==> images/m2.png <==
(6 px per um) Cells faint in the background.
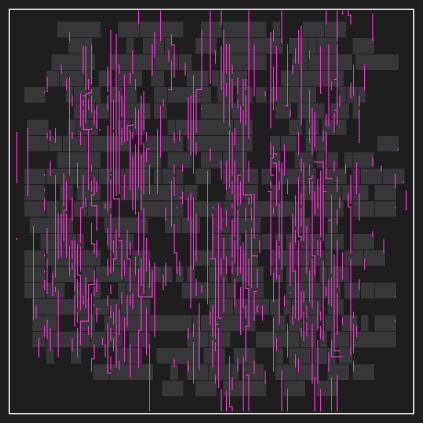
==> images/clock_nets.png <==
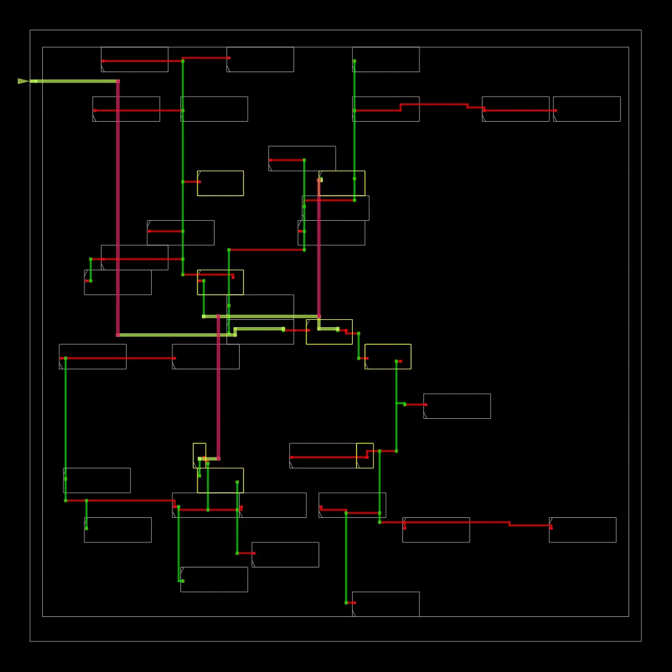
==> images/clock_wires.png <==
(8 px per um)
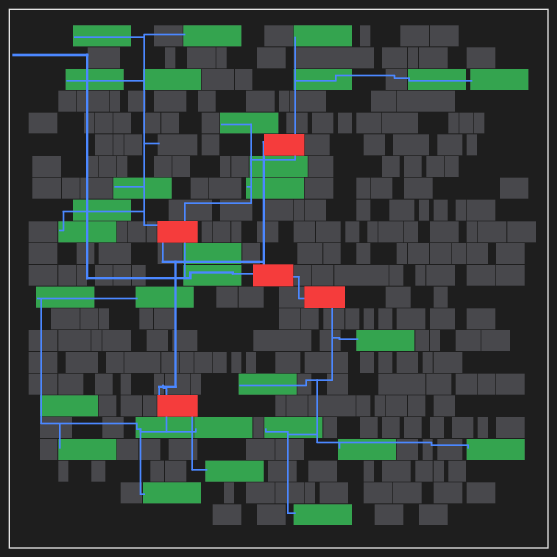
==> src/rtl/ctrl_pkg.sv <==
// Shared definitions for the multicycle control unit: FSM states,
// instruction classes, opcode map and trap cause codes.
package ctrl_pkg;

  typedef enum logic [2:0] {
    ST_FETCH   = 3'd0,
    ST_DECODE  = 3'd1,
    ST_EXECUTE = 3'd2,
    ST_MEM     = 3'd3,
    ST_WB      = 3'd4,
    ST_TRAP    = 3'd5
  } state_e;

  typedef enum logic [3:0] {
    CL_ALU, CL_JMP, CL_BEQ, CL_BNE, CL_CALL, CL_RET, CL_LD, CL_ST, CL_ILLEGAL
  } class_e;

  // Opcode map: 0..13 are ALU operations, 14..20 control/memory ops.
  localparam int unsigned OP_ALU_FIRST = 0;
  localparam int unsigned OP_ALU_LAST  = 13;
  localparam int unsigned OP_JMP       = 14;
  localparam int unsigned OP_BEQ       = 15;
  localparam int unsigned OP_BNE       = 16;
  localparam int unsigned OP_CALL      = 17;
  localparam int unsigned OP_RET       = 18;
  localparam int unsigned OP_LD        = 19;
  localparam int unsigned OP_ST        = 20;

  localparam logic [1:0] CAUSE_NONE      = 2'd0;
  localparam logic [1:0] CAUSE_ILLEGAL   = 2'd1;
  localparam logic [1:0] CAUSE_OVERFLOW  = 2'd2;
  localparam logic [1:0] CAUSE_UNDERFLOW = 2'd3;

  // Map a zero-extended opcode onto its instruction class.
  function automatic class_e classify(input int unsigned op);
    class_e c;
    if (op <= OP_ALU_LAST) c = CL_ALU;
    else if (op == OP_JMP)  c = CL_JMP;
    else if (op == OP_BEQ)  c = CL_BEQ;
    else if (op == OP_BNE)  c = CL_BNE;
    else if (op == OP_CALL) c = CL_CALL;
    else if (op == OP_RET)  c = CL_RET;
    else if (op == OP_LD)   c = CL_LD;
    else if (op == OP_ST)   c = CL_ST;
    else                    c = CL_ILLEGAL;
    return c;
  endfunction

endpackage

==> src/rtl/call_depth_counter.sv <==
// Saturating call-depth counter; full/empty flag the overflow and
// underflow conditions so the FSM can trap instead of pushing/popping.
module call_depth_counter #(
  parameter int STACK_DEPTH = 8,
  localparam int DW = $clog2(STACK_DEPTH + 1)
) (
  input  logic          clk,
  input  logic          reset,
  input  logic          push,
  input  logic          pop,
  output logic [DW-1:0] depth,
  output logic          full,
  output logic          empty
);

  logic [DW-1:0] depth_q, depth_d;

  assign full  = (depth_q == DW'(STACK_DEPTH));
  assign empty = (depth_q == '0);
  assign depth = depth_q;

  // Next depth: push/pop are ignored at the limits so the count never wraps.
  always_comb begin
    depth_d = depth_q;
    if (push && !full)       depth_d = depth_q + DW'(1);
    else if (pop && !empty)  depth_d = depth_q - DW'(1);
  end

  // Depth register with synchronous clear.
  always_ff @(posedge clk) begin
    if (reset) depth_q <= '0;
    else       depth_q <= depth_d;
  end

endmodule

==> src/rtl/multicycle_control_unit.sv <==
// Multicycle CPU control FSM: FETCH -> DECODE -> EXECUTE -> [MEM] -> [WB].
// All control outputs are decoded from the current state (plus the
// inputs that state is allowed to look at); faults park the FSM in TRAP.
// OPCODE_W must be >= 5 and STACK_DEPTH >= 1.
module multicycle_control_unit
  import ctrl_pkg::*;
#(
  parameter int OPCODE_W    = 5,
  parameter int STACK_DEPTH = 8,
  parameter int CNT_W       = 16,
  localparam int DEPTH_W    = $clog2(STACK_DEPTH + 1)
) (
  input  logic                clk,
  input  logic                reset,
  input  logic                instr_valid,
  input  logic [OPCODE_W-1:0] opcode,
  input  logic                zero,
  input  logic                mem_ready,
  output logic                instr_ready,
  output logic                ir_write,
  output logic                pc_inc,
  output logic                pc_load,
  output logic                regWrite,
  output logic                memoryRead,
  output logic                memoryWrite,
  output logic                branch,
  output logic                jump,
  output logic                call,
  output logic                ret,
  output logic                trap,
  output logic [1:0]          trap_cause,
  output logic [DEPTH_W-1:0]  depth,
  output logic [CNT_W-1:0]    retired,
  output logic                busy
);

  state_e              state_q, state_d;
  logic [OPCODE_W-1:0] opcode_q, opcode_d;
  logic [1:0]          cause_q, cause_d;
  logic [CNT_W-1:0]    retired_q, retired_d;
  logic                push, pop, stack_full, stack_empty, retire;
  class_e              cls;

  assign cls        = classify(32'(opcode_q));
  assign trap       = (state_q == ST_TRAP);
  assign busy       = (state_q != ST_FETCH);
  assign trap_cause = cause_q;
  assign retired    = retired_q;

  call_depth_counter #(.STACK_DEPTH(STACK_DEPTH)) u_depth (
    .clk   (clk),
    .reset (reset),
    .push  (push),
    .pop   (pop),
    .depth (depth),
    .full  (stack_full),
    .empty (stack_empty)
  );

  // FSM next state and per-state control decode.
  always_comb begin
    state_d     = state_q;
    opcode_d    = opcode_q;
    cause_d     = cause_q;
    instr_ready = 1'b0;
    ir_write    = 1'b0;
    pc_inc      = 1'b0;
    pc_load     = 1'b0;
    regWrite    = 1'b0;
    memoryRead  = 1'b0;
    memoryWrite = 1'b0;
    branch      = 1'b0;
    jump        = 1'b0;
    call        = 1'b0;
    ret         = 1'b0;
    push        = 1'b0;
    pop         = 1'b0;
    case (state_q)
      ST_FETCH: begin
        instr_ready = 1'b1;
        if (instr_valid) begin
          ir_write = 1'b1;
          pc_inc   = 1'b1;
          opcode_d = opcode;
          state_d  = ST_DECODE;
        end
      end
      ST_DECODE: begin
        if (cls == CL_ILLEGAL) begin
          state_d = ST_TRAP;
          cause_d = CAUSE_ILLEGAL;
        end else begin
          state_d = ST_EXECUTE;
        end
      end
      ST_EXECUTE: begin
        state_d = ST_FETCH;
        case (cls)
          CL_ALU: state_d = ST_WB;
          CL_JMP: begin jump = 1'b1; pc_load = 1'b1; end
          CL_BEQ: begin branch = 1'b1; pc_load = zero; end
          CL_BNE: begin branch = 1'b1; pc_load = ~zero; end
          CL_CALL: begin
            // A full stack traps before any side effect is signalled.
            if (stack_full) begin
              state_d = ST_TRAP;
              cause_d = CAUSE_OVERFLOW;
            end else begin
              call = 1'b1; pc_load = 1'b1; push = 1'b1;
            end
          end
          CL_RET: begin
            if (stack_empty) begin
              state_d = ST_TRAP;
              cause_d = CAUSE_UNDERFLOW;
            end else begin
              ret = 1'b1; pc_load = 1'b1; pop = 1'b1;
            end
          end
          CL_LD, CL_ST: state_d = ST_MEM;
          default: begin
            state_d = ST_TRAP;
            cause_d = CAUSE_ILLEGAL;
          end
        endcase
      end
      ST_MEM: begin
        // Request stays up through the cycle mem_ready is seen.
        memoryRead  = (cls == CL_LD);
        memoryWrite = (cls == CL_ST);
        if (mem_ready) state_d = (cls == CL_LD) ? ST_WB : ST_FETCH;
      end
      ST_WB: begin
        regWrite = 1'b1;
        state_d  = ST_FETCH;
      end
      ST_TRAP: state_d = ST_TRAP;
      default: state_d = ST_FETCH;
    endcase
    retire    = (state_d == ST_FETCH) &&
                (state_q inside {ST_EXECUTE, ST_MEM, ST_WB});
    retired_d = retire ? retired_q + CNT_W'(1) : retired_q;
  end

  // State registers; reset wins over every other event.
  always_ff @(posedge clk) begin
    if (reset) begin
      state_q   <= ST_FETCH;
      opcode_q  <= '0;
      cause_q   <= CAUSE_NONE;
      retired_q <= '0;
    end else begin
      state_q   <= state_d;
      opcode_q  <= opcode_d;
      cause_q   <= cause_d;
      retired_q <= retired_d;
    end
  end

endmodule

==> config.mk <==
export PLATFORM = sky130hd
export DESIGN_NAME = multicycle_control_unit
export DESIGN_NICKNAME = d
export VERILOG_FILES = /design/src/rtl/ctrl_pkg.sv /design/src/rtl/call_depth_counter.sv /design/src/rtl/multicycle_control_unit.sv
export SDC_FILE = /design/constraint.sdc
export NUM_CORES = 1
export LEC_CHECK = 0
export CAP_MARGIN = 20
export CORE_UTILIZATION = 50
export DETAILED_ROUTE_END_ITERATION = 10
export HOLD_SLACK_MARGIN = 0.05
export PLACE_DENSITY = 0.76
export SLEW_MARGIN = 5
export SYNTH_ARGS = -nofsm -noshare
export SYNTH_HDL_FRONTEND = slang
export SYNTH_HIERARCHICAL = 1
export SYNTH_SLANG_ARGS = --single-unit
==> constraint.sdc <==
create_clock -name clk -period 3.71 [get_ports clk]
set_input_delay 0.5565 -clock clk [delete_from_list [all_inputs] [get_ports clk]]
set_output_delay 0.5565 -clock clk [all_outputs]
set_load 0.01 [all_outputs]
==> deck_impl_summary.md <==
Synthesis and Place & Route Summary

Flow run
  – OpenROAD warning count: 26

Place
  – Cells after DPL: 329
  – Port bufs: 44
  – Area post-placement: 2550 um2
  – Dpl ws: 0.922 ns

Global routing
  – Top Usage Layer GRT: met2
  – Global route overflow: 0
  – First-pass GRT wire length: 8.05 mm

Cells and area
  – Most numerous logic cells after layout: clkdlybuf4s50_1, nor2_1, dfxtp_1, nor2b_1, nor4_1
  – Fraction of layout cells with a size suffix above 1: 10.1%
  – Most frequent logic cell in the layout: clkdlybuf4s50_1
  – Fin cells: 337
  – Clock Network Area Fraction: 3.45%

Critical path
  – WP depth: 7
  – Setup crit start kind: register
  – Buf+Inv Stages, Crit Path: 1
  – CP Capture Point: pc_load
  – Crit path max-delay family: simple AND/OR/NAND/NOR gates
  – R2r setup slk: 0.92 ns

Power
  – Max rail drop VDD: 0.229 mV
  – Dominant power group: sequential cells
  – Comb group: 105 uW
  – Internal power: 531 uW
  – Comb pwr share: 14.4%
  – Reg power frac: 48.3%
  – P_leak: 0.971 nW

Synth
  – Post-synth top cells: dfxtp_1, nor2_1, nor2b_1
  – Area reported by Yosys stat: 2120 um2
  – Synth Area in Adders: 2.71%
  – Yosys cell count: 250
  – Cell Type Count: 66
  – Area share of the largest cell type after synthesis: 28.3%
  – Simple Share, Synth: 31.5%
  – EDFF count, synth: 0
  – Mapped cell area: 2120 um2

Final timing
  – Setup Skew: 0.00260 ns
  – Headroom to the max-slew limit: 51.1%
  – Hold Vio Cnt, Final: 0
  – Worst slew pin tran: 0.731 ns
  – RSZ-0062 raised after global routing: false
  – Pins Over Slew Limit: 0

Clocking
  – Post-CTS Hold Fix Bufs: 0

Route
  – DRC: 0
  – ANT nets after route: 0

Die
  – Fp util: 52.7%

Status
  – Outcome: completed
About m2.png:
nets with wire on the layer: 245
wire length on this layer: 2160 um
final wirelength: 4.73 mm
Vias: 1978
met2 Usage GRT: 38.3%

About clock_nets.png:
clkbuf count: 7
Latency at later pin: 0.28 ns

About clock_wires.png:
legend:
  red:
    item: clock-net drivers
    count: 5
  blue:
    item: clock wires
    length: 417 um
  green:
    item: flip-flops
    count: 30
routed clock nets: 6
Power Clock: 272 uW
Clock power frac: 37.3%

Power and IR drop assume default switching activity.
